==> config.mk <==
export PLATFORM = sky130hd
export DESIGN_NAME = ifu_fetch_flat
export DESIGN_NICKNAME = d
export VERILOG_FILES = /design/src/rtl/ifu_fetch_if.sv /design/src/rtl/ifu_fetch.sv /design/src/flat_wrapper.sv
export SDC_FILE = /design/constraint.sdc
export NUM_CORES = 1
export LEC_CHECK = 0
export ABC_AREA = 1
export CAP_MARGIN = 20
export CORE_UTILIZATION = 40
export DETAILED_ROUTE_END_ITERATION = 10
export GPL_TIMING_DRIVEN = 0
export PLACE_DENSITY = 0.7
export SKIP_LAST_GASP = 1
export SLEW_MARGIN = 20
export SYNTH_ARGS = -nofsm -noshare
export SYNTH_HDL_FRONTEND = slang
export SYNTH_SLANG_ARGS = --single-unit
==> constraint.sdc <==
create_clock -name clk -period 4.1 [get_ports clk]
set_clock_uncertainty 0.2 [all_clocks]
set_input_delay 0.82 -clock clk [delete_from_list [all_inputs] [get_ports clk]]
set_output_delay 0.82 -clock clk [all_outputs]
set_load 0.01 [all_outputs]
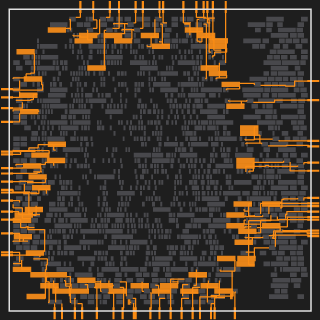
(images/io_fan.png)
Drawn at 2 px/um.
| port | color | bits | direction | end cells | wire |
|---|---|---|---|---|---|
| if_pc_o | orange | 64 | output | 64 | 1810 um |
PortBufs: 257
IO Count: 264

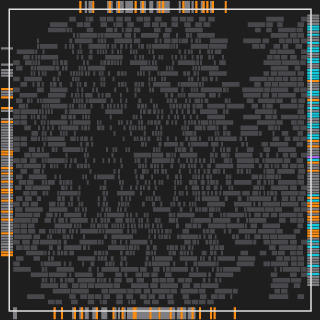
(images/io_placement.png)
Drawn at 2 px/um. Pins as bars across the die edge, other pins in gray.
| port | color | pins | direction | edge |
|---|---|---|---|---|
| if_pc_o | orange | 64 | output | 18 south, 17 west, 15 east, 14 north |
| imem_imem_ready_i | purple | 1 | input | east |
| imem_imem_rdata_i | cyan | 32 | input | east |
all pins by edge: 100 east, 62 west, 60 south, 42 north
die height: 150.1 um
die width: 150.1 um

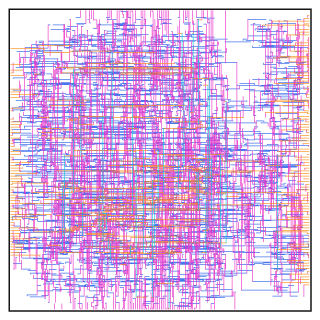
(images/wires.png)
Drawn at 2 px/um.
| layer | color | wire length |
|---|---|---|
| metal 1 | blue | 14200 um |
| metal 2 | magenta | 16200 um |
| metal 4 | cyan | 1330 um |
| metal 3 | orange | 3560 um |
DR vias: 9541
Total GRT Usage: 31.68%
routed len/inst: 20.13 um

==> job_summary.md <==
## Implementation flow summary

| Metric | Value |
|---|---|
| Comb area share | 32.98% |
| Cts repair resizes | 0 |
| Final WS setup | 1.117 ns |
| Clock-cell share | 5.274% |
| Clk sinks | 160 |
| Tap cells | 275 |
| Worst path slowest cell | clkdlybuf4s50_1 |
| Crit start category | flop |
| Stages on the worst setup path | 5 |
| Synth cell count leaders | 316 x nand2_1, 209 x nor2_1, 156 x dfrtp_1 |
| Initial core utilization | roughly two fifths |
| Pleak | about 0.0057 uW |
| Combinational gates | about 860 |
| Post-CTS setup buffer count | 0 |
| Core Region | between 0.02 and 0.025 mm2 |
| CP endpoint kind | primary output |
| Max-cap violations | 0 |
| Seq group | between 2000 and 3000 uW |
| CTS Hold Buffers Added | 0 |
| Pin count of the biggest net entering global routing | 91 |
| Total congestion overflow | 0 |
| OpenROAD warning count | 30 |
| Logic area | 0.004084 mm2 |
| H-tree Lvls | 4 |
| Pre-CTS setup slack | 0.8706 ns |
| Dominant power group | combinational cells |
| Num CTS Buffers | 17 |
| GR Util met2 | 50.63% |
| Dominant kind of cell | combinational gates |
| Biggest area consumer among synthesized cells | dfrtp_1 |
| Yosys Warn Count | 0 |
| Late-Pin Clk Latency | around 0.44 ns |
| Hold_ws | approximately 0.13 ns |
| Max layer used | met4 |
| FFs w/ async S/R, synth | 100.0% |
| Clk. pwr | 1820 uW |
| Status | finished, final reports clean |
| Internal Power | 4742 uW |
| Area grow syn2layout | 41.20% |
| Most frequent cell after synthesis | nand2_1 |
| Synth Register Bits | approximately 160 |
| WP data required | 3.08 ns |
| Power density cells | 582.8 mW/mm2 |
| Final ANT Viol Nets | 0 |
| Non-clock buffers, area share | 22.75% |
| Arrival time worst endpoint | 1.96 ns |
| Drt total wl | 35.34 mm |
| Cell family with most CP delay | buffers and inverters |
| Slowest Stage Delay on Critical Path | 0.57 ns |
| DRT met1 WL | 14.23 mm |
| Sequential fraction of design power | 35.9% |
| WP buf/inv | 3 |
| Worst slew pin tran | 0.8257 ns |
| Metal3 WL | 3.564 mm |
| Hold Fails Final Rpt | 0 |
| ANT cells | 0 |
| Final Util | about three fifths |
| Seq_cells | 160 |
| Dominant comb cell | simple AND/OR/NAND/NOR gates |
| GRT met1 Usage | 40.40% |
| Total iterations of the first detailed-routing run | 6 |
| Area leader share | 44.51% |
| Most common logic cell in the routed design | nand2_1 |
| Dpl cell area | between 0.01 and 0.015 mm2 |
| HPWL after DPL | 27.39 mm |
| P_sw | 2475 uW |
| Clk buf depth | 2 |
| RSZ-0062 raised after global routing | no |
| Sw Ratio | between 30% and 40% |
| Worst-path fanout max | 4 |
| Proportion of layout cells with a drive suffix above 1 | 7.095% |
| Most Used Layer, Global Route | met2 |
| Final worst path period need | 2.983 ns |
| Min-Delay Path Class | in -> async |
| Post-Synth XOR/XNOR Area | 0.1997% |
| Met3 Track Usage GR | 8.537% |
| Cell Area, Synth | 0.008771 mm2 |
| Final Power | about 7200 uW |
| CTS clk-pin slew, worst paths | 0.07 ns |
No activity file was given, so power comes from the tool's default toggle rates.
